$ cat config.mk
export PLATFORM = sky130hd
export DESIGN_NAME = lsu_align_bridge_flat
export DESIGN_NICKNAME = d
export VERILOG_FILES = /design/src/rtl/lsu_align_bridge_if.sv /design/src/rtl/lsu_align_bridge.sv /design/src/flat_wrapper.sv
export SDC_FILE = /design/constraint.sdc
export NUM_CORES = 1
export LEC_CHECK = 0
export CAP_MARGIN = 20
export CORE_MARGIN = 3
export CORE_UTILIZATION = 42
export DETAILED_ROUTE_END_ITERATION = 8
export HOLD_SLACK_MARGIN = 0.06
export MAX_ROUTING_LAYER = met4
export PLACE_DENSITY_LB_ADDON = 0.1
export SYNTH_ARGS = -nofsm -noshare
export SYNTH_HDL_FRONTEND = slang
export SYNTH_SLANG_ARGS = --single-unit
$ cat constraint.sdc
create_clock -name clk -period 9 [get_ports clk]
set_clock_uncertainty 0.1 [all_clocks]
set_input_delay 1.35 -clock clk [delete_from_list [all_inputs] [get_ports clk]]
set_output_delay 1.35 -clock clk [all_outputs]
set_load 0.005 [all_outputs]
$ cat src/rtl/lsu_align_bridge_if.sv
// ---------------------------------------------------------------------------
// Upstream load/store channels between the EXU load/store handler and
// lsu_align_bridge.
//
// lsu_ldst_req_if : request channel
//   vld        request valid (driven by the master)
//   rdy        request ready (driven by the slave)
//   pkt.addr   byte address
//   pkt.st     1 = store, 0 = load
//   pkt.data   store data, LSB-justified
//   pkt.strobe 0001 / 0011 / 1111, LSB-justified
//
// lsu_ldst_rsp_if : response channel
//   vld        response valid (driven by the master)
//   rdy        response ready (driven by the slave)
//   pkt.data   load data, LSB-justified, upper bytes zero (0 for stores)
// ---------------------------------------------------------------------------
interface lsu_ldst_req_if;
  typedef struct packed {
    logic [31:0] addr;
    logic        st;
    logic [31:0] data;
    logic [3:0]  strobe;
  } pkt_t;

  logic vld;
  logic rdy;
  pkt_t pkt;

  modport mst (output vld, output pkt, input rdy);
  modport slv (input vld, input pkt, output rdy);
endinterface

interface lsu_ldst_rsp_if;
  typedef struct packed {
    logic [31:0] data;
  } pkt_t;

  logic vld;
  logic rdy;
  pkt_t pkt;

  modport mst (output vld, output pkt, input rdy);
  modport slv (input vld, input pkt, output rdy);
endinterface

$ cat src/rtl/lsu_align_bridge.sv
// ---------------------------------------------------------------------------
// lsu_align_bridge
//
// Converts raw byte-address load/store requests from the EXU load/store
// handler into word-aligned 32-bit bus transactions. Store data and strobes
// are shifted onto the addressed byte lanes; load data is shifted back to
// bit 0 and masked to the access size. One transaction is in flight at a time.
//
// Optional feature macro: LSU_MISALIGN_SPLIT_EN
//   defined   : misaligned accesses are split into two word beats and merged
//   undefined : misaligned accesses are answered with data 0, no bus traffic,
//               and a one-cycle misalign_err pulse
//
// Ports:
//   clk, rst_n         clock, asynchronous active-low reset
//   ldst_req_slv       upstream request channel (slave side)
//   ldst_rsp_mst       upstream response channel (master side)
//   bus_req_*          word-aligned bus request (vld/rdy, addr, wr, wdata, wstrb)
//   bus_rsp_*          bus read response (vld/rdy, rdata)
//   misalign_err       one-cycle pulse after a dropped misaligned access
// ---------------------------------------------------------------------------
module lsu_align_bridge #(
  parameter int XLEN = 32,
  parameter int SB_W = XLEN / 8
) (
  input  logic              clk,
  input  logic              rst_n,
  lsu_ldst_req_if.slv       ldst_req_slv,
  lsu_ldst_rsp_if.mst       ldst_rsp_mst,
  output logic              bus_req_vld,
  input  logic              bus_req_rdy,
  output logic [XLEN-1:0]   bus_req_addr,
  output logic              bus_req_wr,
  output logic [XLEN-1:0]   bus_req_wdata,
  output logic [SB_W-1:0]   bus_req_wstrb,
  input  logic              bus_rsp_vld,
  output logic              bus_rsp_rdy,
  input  logic [XLEN-1:0]   bus_rsp_rdata,
  output logic              misalign_err
);

`ifdef LSU_MISALIGN_SPLIT_EN
  typedef enum logic [2:0] {IDLE, BREQ, BRSP, URSP, BREQ2, BRSP2} state_t;
`else
  typedef enum logic [2:0] {IDLE, BREQ, BRSP, URSP} state_t;
`endif

  state_t state_reg, state_next;

  // Incoming request decode
  logic            accept;
  logic [1:0]      off_in;
  logic [4:0]      shift_in;
  logic [SB_W-1:0] strobe_in;
  logic            mis_in;

  assign accept    = (state_reg == IDLE) && ldst_req_slv.vld;
  assign off_in    = ldst_req_slv.pkt.addr[1:0];
  assign shift_in  = {off_in, 3'b000};
  assign strobe_in = ldst_req_slv.pkt.strobe;
  // A halfword at offset 3 or a word at any nonzero offset crosses a word.
  assign mis_in    = ((strobe_in == 4'b0011) && (off_in == 2'd3)) ||
                     ((strobe_in == 4'b1111) && (off_in != 2'd0));

  // Captured transaction context (not reset)
  logic            st_reg;
  logic [1:0]      off_reg;
  logic [SB_W-1:0] strobe_reg;
  logic [XLEN-1:0] bus_addr_reg;
  logic            bus_wr_reg;
  logic [XLEN-1:0] bus_wdata_reg;
  logic [SB_W-1:0] bus_wstrb_reg;
  logic [XLEN-1:0] rsp_data_reg;
  logic            misalign_err_reg;

  logic [4:0]      shift_amt;
  logic [XLEN-1:0] byte_mask;
  logic [XLEN-1:0] load_aligned;

  assign shift_amt = {off_reg, 3'b000};

  // Expand the LSB-justified strobe into a bit mask for the returned data.
  for (genvar gi = 0; gi < SB_W; gi++) begin : g_mask
    assign byte_mask[gi*8 +: 8] = {8{strobe_reg[gi]}};
  end

  assign load_aligned = (bus_rsp_rdata >> shift_amt) & byte_mask;

`ifdef LSU_MISALIGN_SPLIT_EN
  logic [XLEN-1:0] data_reg;
  logic [XLEN-3:0] next_word_reg;
  logic            mis_reg;
  logic [XLEN-1:0] lo_reg;
  logic [5:0]      hi_shift;
  logic [XLEN-1:0] load_merged;

  // Second beat carries the bytes that spilled past the first word.
  assign hi_shift    = 6'd32 - {1'b0, shift_amt};
  assign load_merged = ((lo_reg >> shift_amt) | (bus_rsp_rdata << hi_shift)) & byte_mask;
`endif

  // State register
  always_ff @(posedge clk or negedge rst_n) begin
    if (!rst_n) begin
      state_reg        <= IDLE;
      misalign_err_reg <= 1'b0;
    end else begin
      state_reg        <= state_next;
`ifdef LSU_MISALIGN_SPLIT_EN
      misalign_err_reg <= 1'b0;
`else
      misalign_err_reg <= accept && mis_in;
`endif
    end
  end

  // Next-state and handshake outputs
  always_comb begin
    state_next       = state_reg;
    ldst_req_slv.rdy = 1'b0;
    ldst_rsp_mst.vld = 1'b0;
    bus_req_vld      = 1'b0;
    bus_rsp_rdy      = 1'b0;
    case (state_reg)
      IDLE: begin
        ldst_req_slv.rdy = 1'b1;
        if (ldst_req_slv.vld) begin
`ifdef LSU_MISALIGN_SPLIT_EN
          state_next = BREQ;
`else
          state_next = mis_in ? URSP : BREQ;
`endif
        end
      end
      BREQ: begin
        bus_req_vld = 1'b1;
        if (bus_req_rdy) state_next = BRSP;
      end
      BRSP: begin
        bus_rsp_rdy = 1'b1;
        if (bus_rsp_vld) begin
`ifdef LSU_MISALIGN_SPLIT_EN
          state_next = mis_reg ? BREQ2 : URSP;
`else
          state_next = URSP;
`endif
        end
      end
`ifdef LSU_MISALIGN_SPLIT_EN
      BREQ2: begin
        bus_req_vld = 1'b1;
        if (bus_req_rdy) state_next = BRSP2;
      end
      BRSP2: begin
        bus_rsp_rdy = 1'b1;
        if (bus_rsp_vld) state_next = URSP;
      end
`endif
      URSP: begin
        ldst_rsp_mst.vld = 1'b1;
        if (ldst_rsp_mst.rdy) state_next = IDLE;
      end
      default: state_next = IDLE;
    endcase
  end

  // Datapath: bus request fields are registered so they stay put while the
  // bus stalls; response data is latched once per transaction.
  always_ff @(posedge clk) begin
    if (accept) begin
      st_reg        <= ldst_req_slv.pkt.st;
      off_reg       <= off_in;
      strobe_reg    <= strobe_in;
      bus_addr_reg  <= {ldst_req_slv.pkt.addr[XLEN-1:2], 2'b00};
      bus_wr_reg    <= ldst_req_slv.pkt.st;
      bus_wstrb_reg <= strobe_in << off_in;
      bus_wdata_reg <= ldst_req_slv.pkt.data << shift_in;
      // Stores and dropped misaligned accesses answer with zero.
      rsp_data_reg  <= '0;
`ifdef LSU_MISALIGN_SPLIT_EN
      data_reg      <= ldst_req_slv.pkt.data;
      next_word_reg <= ldst_req_slv.pkt.addr[XLEN-1:2] + (XLEN-2)'(1);
      mis_reg       <= mis_in;
`endif
    end

    if ((state_reg == BRSP) && bus_rsp_vld) begin
`ifdef LSU_MISALIGN_SPLIT_EN
      if (mis_reg) begin
        lo_reg        <= bus_rsp_rdata;
        bus_addr_reg  <= {next_word_reg, 2'b00};
        bus_wstrb_reg <= strobe_reg >> (3'd4 - {1'b0, off_reg});
        bus_wdata_reg <= data_reg >> hi_shift;
      end else begin
        rsp_data_reg  <= st_reg ? '0 : load_aligned;
      end
`else
      rsp_data_reg <= st_reg ? '0 : load_aligned;
`endif
    end

`ifdef LSU_MISALIGN_SPLIT_EN
    if ((state_reg == BRSP2) && bus_rsp_vld) begin
      rsp_data_reg <= st_reg ? '0 : load_merged;
    end
`endif
  end

  assign bus_req_addr          = bus_addr_reg;
  assign bus_req_wr            = bus_wr_reg;
  assign bus_req_wdata         = bus_wdata_reg;
  assign bus_req_wstrb         = bus_wstrb_reg;
  assign ldst_rsp_mst.pkt.data = rsp_data_reg;
  assign misalign_err          = misalign_err_reg;

endmodule
$ cat src/flat_wrapper.sv
// flat-port wrapper written by rule: the top's interface ports become plain ports
module lsu_align_bridge_flat 
#(
  parameter int XLEN = 32,
  parameter int SB_W = XLEN / 8
)
  (clk, rst_n, bus_req_vld, bus_req_rdy, bus_req_addr, bus_req_wr, bus_req_wdata, bus_req_wstrb, bus_rsp_vld, bus_rsp_rdy, bus_rsp_rdata, misalign_err, ldst_req_slv_vld, ldst_req_slv_pkt, ldst_req_slv_rdy, ldst_rsp_mst_vld, ldst_rsp_mst_pkt, ldst_rsp_mst_rdy);
  lsu_ldst_req_if ldst_req_slv_i ();
  lsu_ldst_rsp_if ldst_rsp_mst_i ();
  input  logic clk;
  input  logic rst_n;
  output logic bus_req_vld;
  input  logic bus_req_rdy;
  output logic [XLEN-1:0] bus_req_addr;
  output logic bus_req_wr;
  output logic [XLEN-1:0] bus_req_wdata;
  output logic [SB_W-1:0] bus_req_wstrb;
  input  logic bus_rsp_vld;
  output logic bus_rsp_rdy;
  input  logic [XLEN-1:0] bus_rsp_rdata;
  output logic misalign_err;
  input wire logic [$bits(ldst_req_slv_i.vld)-1:0] ldst_req_slv_vld;
  input wire logic [$bits(ldst_req_slv_i.pkt)-1:0] ldst_req_slv_pkt;
  output wire logic [$bits(ldst_req_slv_i.rdy)-1:0] ldst_req_slv_rdy;
  output wire logic [$bits(ldst_rsp_mst_i.vld)-1:0] ldst_rsp_mst_vld;
  output wire logic [$bits(ldst_rsp_mst_i.pkt)-1:0] ldst_rsp_mst_pkt;
  input wire logic [$bits(ldst_rsp_mst_i.rdy)-1:0] ldst_rsp_mst_rdy;
  assign ldst_req_slv_i.vld = ldst_req_slv_vld;
  assign ldst_req_slv_i.pkt = ldst_req_slv_pkt;
  assign ldst_req_slv_rdy = ldst_req_slv_i.rdy;
  assign ldst_rsp_mst_vld = ldst_rsp_mst_i.vld;
  assign ldst_rsp_mst_pkt = ldst_rsp_mst_i.pkt;
  assign ldst_rsp_mst_i.rdy = ldst_rsp_mst_rdy;
  lsu_align_bridge #(.XLEN(XLEN), .SB_W(SB_W)) u_core (.clk(clk), .rst_n(rst_n), .ldst_req_slv(ldst_req_slv_i), .ldst_rsp_mst(ldst_rsp_mst_i), .bus_req_vld(bus_req_vld), .bus_req_rdy(bus_req_rdy), .bus_req_addr(bus_req_addr), .bus_req_wr(bus_req_wr), .bus_req_wdata(bus_req_wdata), .bus_req_wstrb(bus_req_wstrb), .bus_rsp_vld(bus_rsp_vld), .bus_rsp_rdy(bus_rsp_rdy), .bus_rsp_rdata(bus_rsp_rdata), .misalign_err(misalign_err));
endmodule
==> results_dict.tcl, run 1 <==
# place-and-route summary
set metrics [dict create \
    r2r-start "u_core.state_reg[0]$_DFFE_PN0P_" \
    placed_cells_incl_taps 659 \
    r2r_end "u_core.ldst_rsp_mst.pkt[13]$_SDFFCE_PP0P_" \
    hold-worst-slack_ps 496 \
    top_usage_layer "met2" \
    drive_gt1_share_pct 5.61 \
    critical_path.cell_chain "clkdlybuf4s50_1 > and2_4 > nand2b_1 > buf_4" \
    clock_tree.buffer_depth 2 \
    crit_buf_inv 2 \
    relSlewSlack_pct 35.1 \
    ys_top_cells_by_count "105 x sky130_fd_sc_hd__edfxtp_1, 34 x sky130_fd_sc_hd__mux2i_1, 25 x sky130_fd_sc_hd__a211oi_1" \
    clk_pin_slew_worst_paths_ps 110 \
    routed-wl-met3_um 804 \
    cp_data_arrival_time_ps 3210 \
    yosys.area.top_type_share_pct 67.1 \
    timing.hold.worst.class "flip-flop to flip-flop" \
    max_slew.worst_pin.slew_ps 974 \
    grt_setup_unrepaired "no" \
    origin_of_the_worst_min_delay_path "u_core.state_reg[0]$_DFFE_PN0P_" \
    worst_hold_path_cell_count 2 \
    fp_util_pct 43.2 \
    setup_viol 0 \
    min_to "u_core.state_reg[0]$_DFFE_PN0P_" \
    fraction_of_met3_tracks_used_by_global_routing_pct 3.80 \
    setup_slack_of_the_most_critical_reg_to_reg_path_ps 6370 \
    detailedPlacementHpwl_um 8380 \
    period_used_pct 36.5 \
    endpoint_kind "flip-flop" \
    cts_max_level 3 \
    top_cell "sky130_fd_sc_hd__edfxtp_1" \
    dr_wl_met2_um 5830 \
    worst_skew_pair.late_latency_ps 360 \
    power_per_cell_area_nw_per_um2 211 \
    antenna_violating_nets_post_route 0 \
    grt_antenna_before_repair 0 \
    ys_top_cells_by_area "sky130_fd_sc_hd__edfxtp_1 67%, sky130_fd_sc_hd__mux2i_1 7.2%, sky130_fd_sc_hd__a211oi_1 4.0%" \
    via_per_inst 4.98 \
    lay_top_count "sky130_fd_sc_hd__clkdlybuf4s50_1" \
    synth_cell_types 33 \
    yosys_most_used_dff "sky130_fd_sc_hd__edfxtp_1" \
    antenna_cells_inserted 0 \
    synth.ff_latch_count 108 \
    ctsRootBufferMaster "sky130_fd_sc_hd__clkbuf_8" \
    final_nets 642 \
    upper_clock_frequency_limit_ghz 0.304 \
    sequential_cell_area_um2 3230 \
    first_global_vias 3371 \
    finalWorstSetupSlack_ps 5710 \
    routed.top_layer "met4" \
    grt_start_max_net_pins 75 \
    tritoncts_clock_tree "done" \
    rr_worst_depth 5 \
    finalMaxSlewViolations 0 \
    edf_count 105 \
    slowest_stage "sky130_fd_sc_hd__and2_4" \
    met1Wirelength_um 4590 \
    io-pin-count 213 \
    mean_instance_size_in_the_synthesized_netlist_um2 14.5 \
    drv.max_cap_violation_count 0 \
    comb_area_um2 1310 \
    areaGrowthSynthToFinish_pct 49.9 \
    synth-cells-yosys 324 \
    seq_area_frac_synth_pct 68.7 \
    route.detailed.drc 0 \
    openroad.warnings 30 \
    outcome "finished clean" \
    critPathTopFamily "simple AND/OR/NAND/NOR gates" \
    post_synth_inst_count 324 \
]
run 1: area by class of cell:
| class | count | share of cell area (%) |
|---|---|---|
| Sequential cell | 108 | 45.8 |
| Timing Repair Buffer | 214 | 30.2 |
| Inverter | 3 | 0.160 |
| Clock buffer | 9 | 1.76 |
| Tap cell | 140 | 2.48 |
| Multi-Input combinational cell | 194 | 18.5 |
| Clock inverter | 7 | 1.08 |
run 1: through the flow:
stage | total power (uW) | area [um2]
final | 1490 | 7050
after global routing | 1560 | 7050
after CTS | 1500 | 7050
after detailed placement | 1210 | 6850
after global placement | 1200 | 6850
after floorplan | 924 | 4710
run 1: how the worst max path moves through the flow:
stage                                 from                                         to  slack (ps)
final                     ldst_req_slv_vld  u_core.ldst_rsp_mst.pkt[13]$_SDFFCE_PP0P_        5710
after floorplan           ldst_req_slv_vld   u_core.ldst_rsp_mst.pkt[0]$_SDFFCE_PP0P_        4450
after detailed placement  ldst_req_slv_vld  u_core.ldst_rsp_mst.pkt[21]$_SDFFCE_PP0P_        5290
after CTS                 ldst_req_slv_vld   u_core.ldst_rsp_mst.pkt[3]$_SDFFCE_PP0P_        5690
after global placement    ldst_req_slv_vld  u_core.ldst_rsp_mst.pkt[21]$_SDFFCE_PP0P_        5330
after global routing      ldst_req_slv_vld  u_core.ldst_rsp_mst.pkt[22]$_SDFFCE_PP0P_        5590
run 1: kinds of logic (layout without fill, tap and decap cells):
logic type,Yosys count,after routing,synth area share [%]
simple gates,98,98,11.4
other cells,1,2,0.0798
fa+ha+maj,5,5,1.33
buf+inv,23,233,3.67
mux,34,34,7.24
compound gates,55,55,7.66
flops,108,108,68.7
run 1: report_power, final:
part | switching [uW] | internal (uW)
logic | 203 | 256
clock network | 183 | 112
registers | 35.8 | 698
Run 1, placed standard cells:
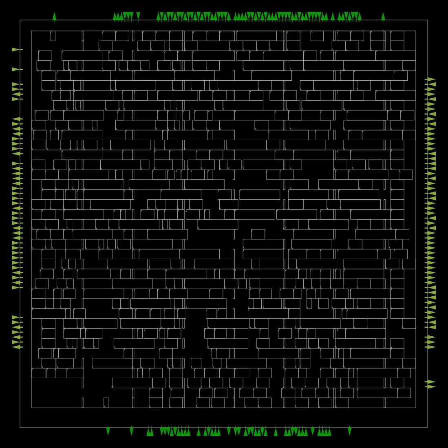
final cell utilization of the core: 64.7%
Site Rows: 38
number of fill cells in the layout: 869
Cell Count, Final, Fillers Out: 675

Run 1, met2 routing:
Bar = 20 um.
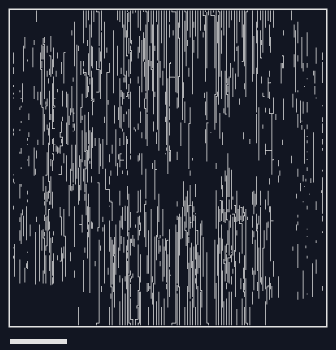
longest straight run	49.5 um
wire length on this layer	5830 um
vias after detailed routing: 3364
total length of routed wires: 11400 um

Run 1, power grid:
Pins as bars on the die edge. Tap cells in gray.
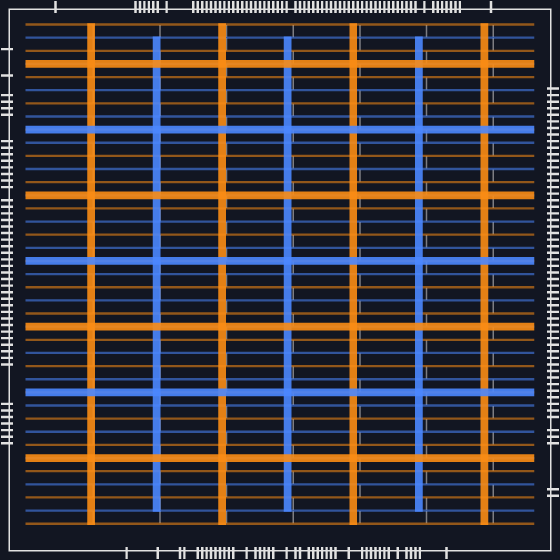
net	color
VDD	blue
VSS	orange
signal pins	213
rows	38
met5 straps	7
met4 straps	7
met1 rails	39
Std-Cell Core Area: 10900 um2
width of the die: 112 um
vertical die dimension: 112 um
worst vdd ir: 208 uV

==> run 1 -> run 2 <==
Clock period 9 ns to 3.4 ns, I/O delays scaled along.
==> run 2 against run 1 <==
Count of clock-buffer cells in the layout unchanged. Worst hold slack got worse by 280 ps. Cell area is 0.23% higher. Setup slack got worse by 4600 ps. Sequential power went up to 2.7 times the previous value. Via count grew 0.74%.
==> results_dict.tcl, run 2 <==
# place-and-route summary
set metrics [dict create \
    grt_setup_unrepaired "no" \
    dr_wl_met2_um 5730 \
    setup.worst_path.start "u_core.state_reg[0]$_DFFE_PN0P_" \
    rr_worst_depth 5 \
    slowest_stage "sky130_fd_sc_hd__clkdlybuf4s50_1" \
    clock_tree.buffer_depth 2 \
    via_per_inst 5.01 \
    areaGrowthSynthToFinish_pct 50.3 \
    tritoncts_clock_tree "done" \
    upper_clock_frequency_limit_ghz 0.435 \
    synth-cells-yosys 324 \
    placed_cells_incl_taps 661 \
    clk_pin_slew_worst_paths_ps 100 \
    critical_path.cell_chain "inv_1 > ha_1 > clkdlybuf4s50_1" \
    dpl-instance-area_um2 6860 \
    instances_no_fill 677 \
    ys_top_cells_by_area "sky130_fd_sc_hd__edfxtp_1 67%, sky130_fd_sc_hd__mux2i_1 7.2%, sky130_fd_sc_hd__a211oi_1 4.0%" \
    cts_max_level 3 \
    detailedPlacementHpwl_um 8540 \
    finalMaxSlewViolations 0 \
    std_cell_core_area_um2 10900 \
    r2r_end "u_core.ldst_rsp_mst.pkt[22]$_SDFFCE_PP0P_" \
    outcome "finished clean" \
    worst_skew_pair.late_latency_ps 360 \
    critPathCapture "ldst_req_slv_rdy" \
    power_per_cell_area_nw_per_um2 557 \
    fraction_of_met3_tracks_used_by_global_routing_pct 4.46 \
    die_height_um 112 \
    relSlewSlack_pct 45.9 \
    openroad.warnings 30 \
    period_used_pct 67.5 \
    grt_antenna_before_repair 0 \
    post_synth_inst_count 324 \
    antenna_cells_inserted 0 \
    synth_cell_types 33 \
    layout.cell_area.non_filler_um2 7070 \
    cp_data_arrival_time_ps 1690 \
    route.detailed.drc 0 \
    std_cell_rows 38 \
    top_usage_layer "met2" \
    antenna_violating_nets_post_route 0 \
    yosys_most_used_dff "sky130_fd_sc_hd__edfxtp_1" \
    setup_slack_of_the_most_critical_reg_to_reg_path_ps 1170 \
    met1Wirelength_um 4540 \
    setup_viol 0 \
    vdd_drop_max_uv 391 \
    synth.ff_latch_count 108 \
    top_cell "sky130_fd_sc_hd__edfxtp_1" \
    fp_util_pct 43.2 \
    seq_area_frac_synth_pct 68.7 \
    lay_top_count "sky130_fd_sc_hd__clkdlybuf4s50_1" \
    routed-wl-met3_um 935 \
    edf_count 105 \
    drv.max_cap_violation_count 0 \
    grt_start_max_net_pins 42 \
    io-pin-count 213 \
    mean_instance_size_in_the_synthesized_netlist_um2 14.5 \
    yosys.area.top_type_share_pct 67.1 \
]
-- run 2: cell counts after synthesis --
No cell type changed its count.
-- run 2: stage by stage --
| step | worst slack, ps | power [uW] | hold slack (ps) |
|---|---|---|---|
| after detailed placement | 946 | 3210 | 488 |
| after global placement | 974 | 3190 | 461 |
| final | 1100 | 3930 | 216 |
| after global routing | 992 | 4150 | 198 |
| after CTS | 1080 | 3980 | 199 |
| after floorplan | 251 | 2440 | 114 |
-- run 2: cells by family after synthesis --
family	Yosys count	synth area share, %
buffers and inverters	23	3.67
and+or+nand+nor	98	11.4
DFF	108	68.7
other	1	0.0798
muxes	34	7.24
adders and majority gates	5	1.33
AOI/OAI and AO/OA	55	7.66
-- run 2: worst min path at each step --
stage | startpoint | endpoint | depth (start not counted)
floorplan | rst_n | u_core.misalign_err$_DFF_PN0_ | 0
global placement | u_core.state_reg[0]$_DFFE_PN0P_ | u_core.state_reg[0]$_DFFE_PN0P_ | 2
detailed placement | u_core.state_reg[0]$_DFFE_PN0P_ | u_core.state_reg[0]$_DFFE_PN0P_ | 2
CTS | rst_n | u_core.misalign_err$_DFF_PN0_ | 1
global route | rst_n | u_core.misalign_err$_DFF_PN0_ | 1
finish | rst_n | u_core.misalign_err$_DFF_PN0_ | 1
-- run 2: area by class of cell --
class | count | area [um2]
fillers | 876 | 3820
flip-flops and latches | 108 | 3230
repair buffers | 216 | 2140
multi-input cells | 194 | 1310
well taps | 140 | 175
clock buffers | 9 | 124
clock inverters | 7 | 77.6
inverters | 3 | 11.3
-- run 2: report_power, final --
group          internal [uW]  leakage (uW)  switching, uW
clock                    292     0.0000983            480
sequential              1840       0.00105            103
combinational            688       0.00143            528
total                   2820       0.00258           1110
Run 2, placement by cell class:
Bar = 20 um. Fill, decap, tap and diode cells in gray.
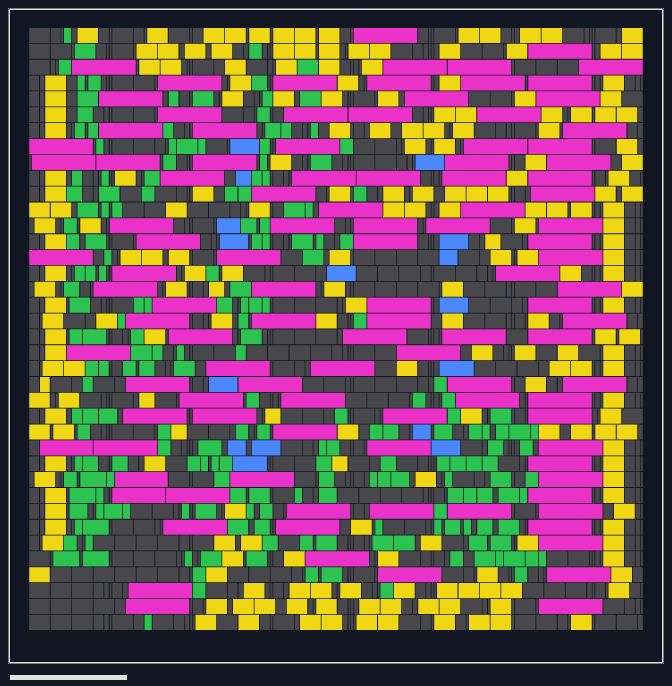
class	color	cells	share of their area
clock drivers and dummy loads	blue	16	2.9%
sequential cells	magenta	108	47%
remaining buffers and delay cells	yellow	216	31%
remaining logic cells	green	197	19%
final cell utilization of the core: 64.9%
sequential share of cell area: 45.7%

Run 2, met2 routing:
Bar = 20 um.
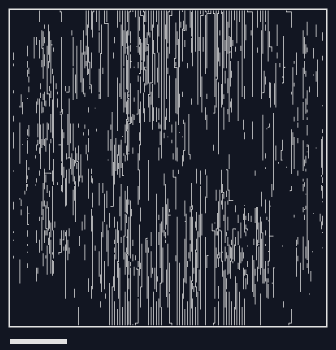
share of all routed wire	50%
wire length on this layer	5730 um
main direction	vertical
vias after detailed routing: 3389
total length of routed wires: 11400 um
Global Route met2 Usage: 30.5%

Run 2, placed standard cells:
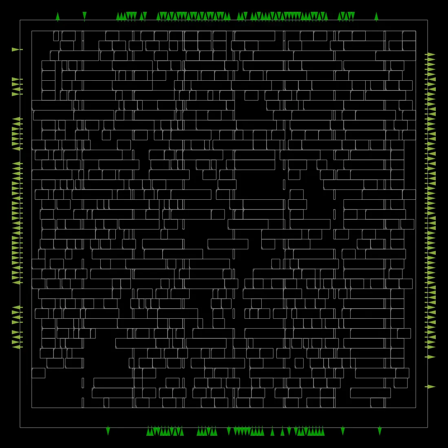
number of tap cells inserted: 140
number of fill cells in the layout: 876
number of sequential cells in the layout: 108

Power and IR drop assume default switching activity.
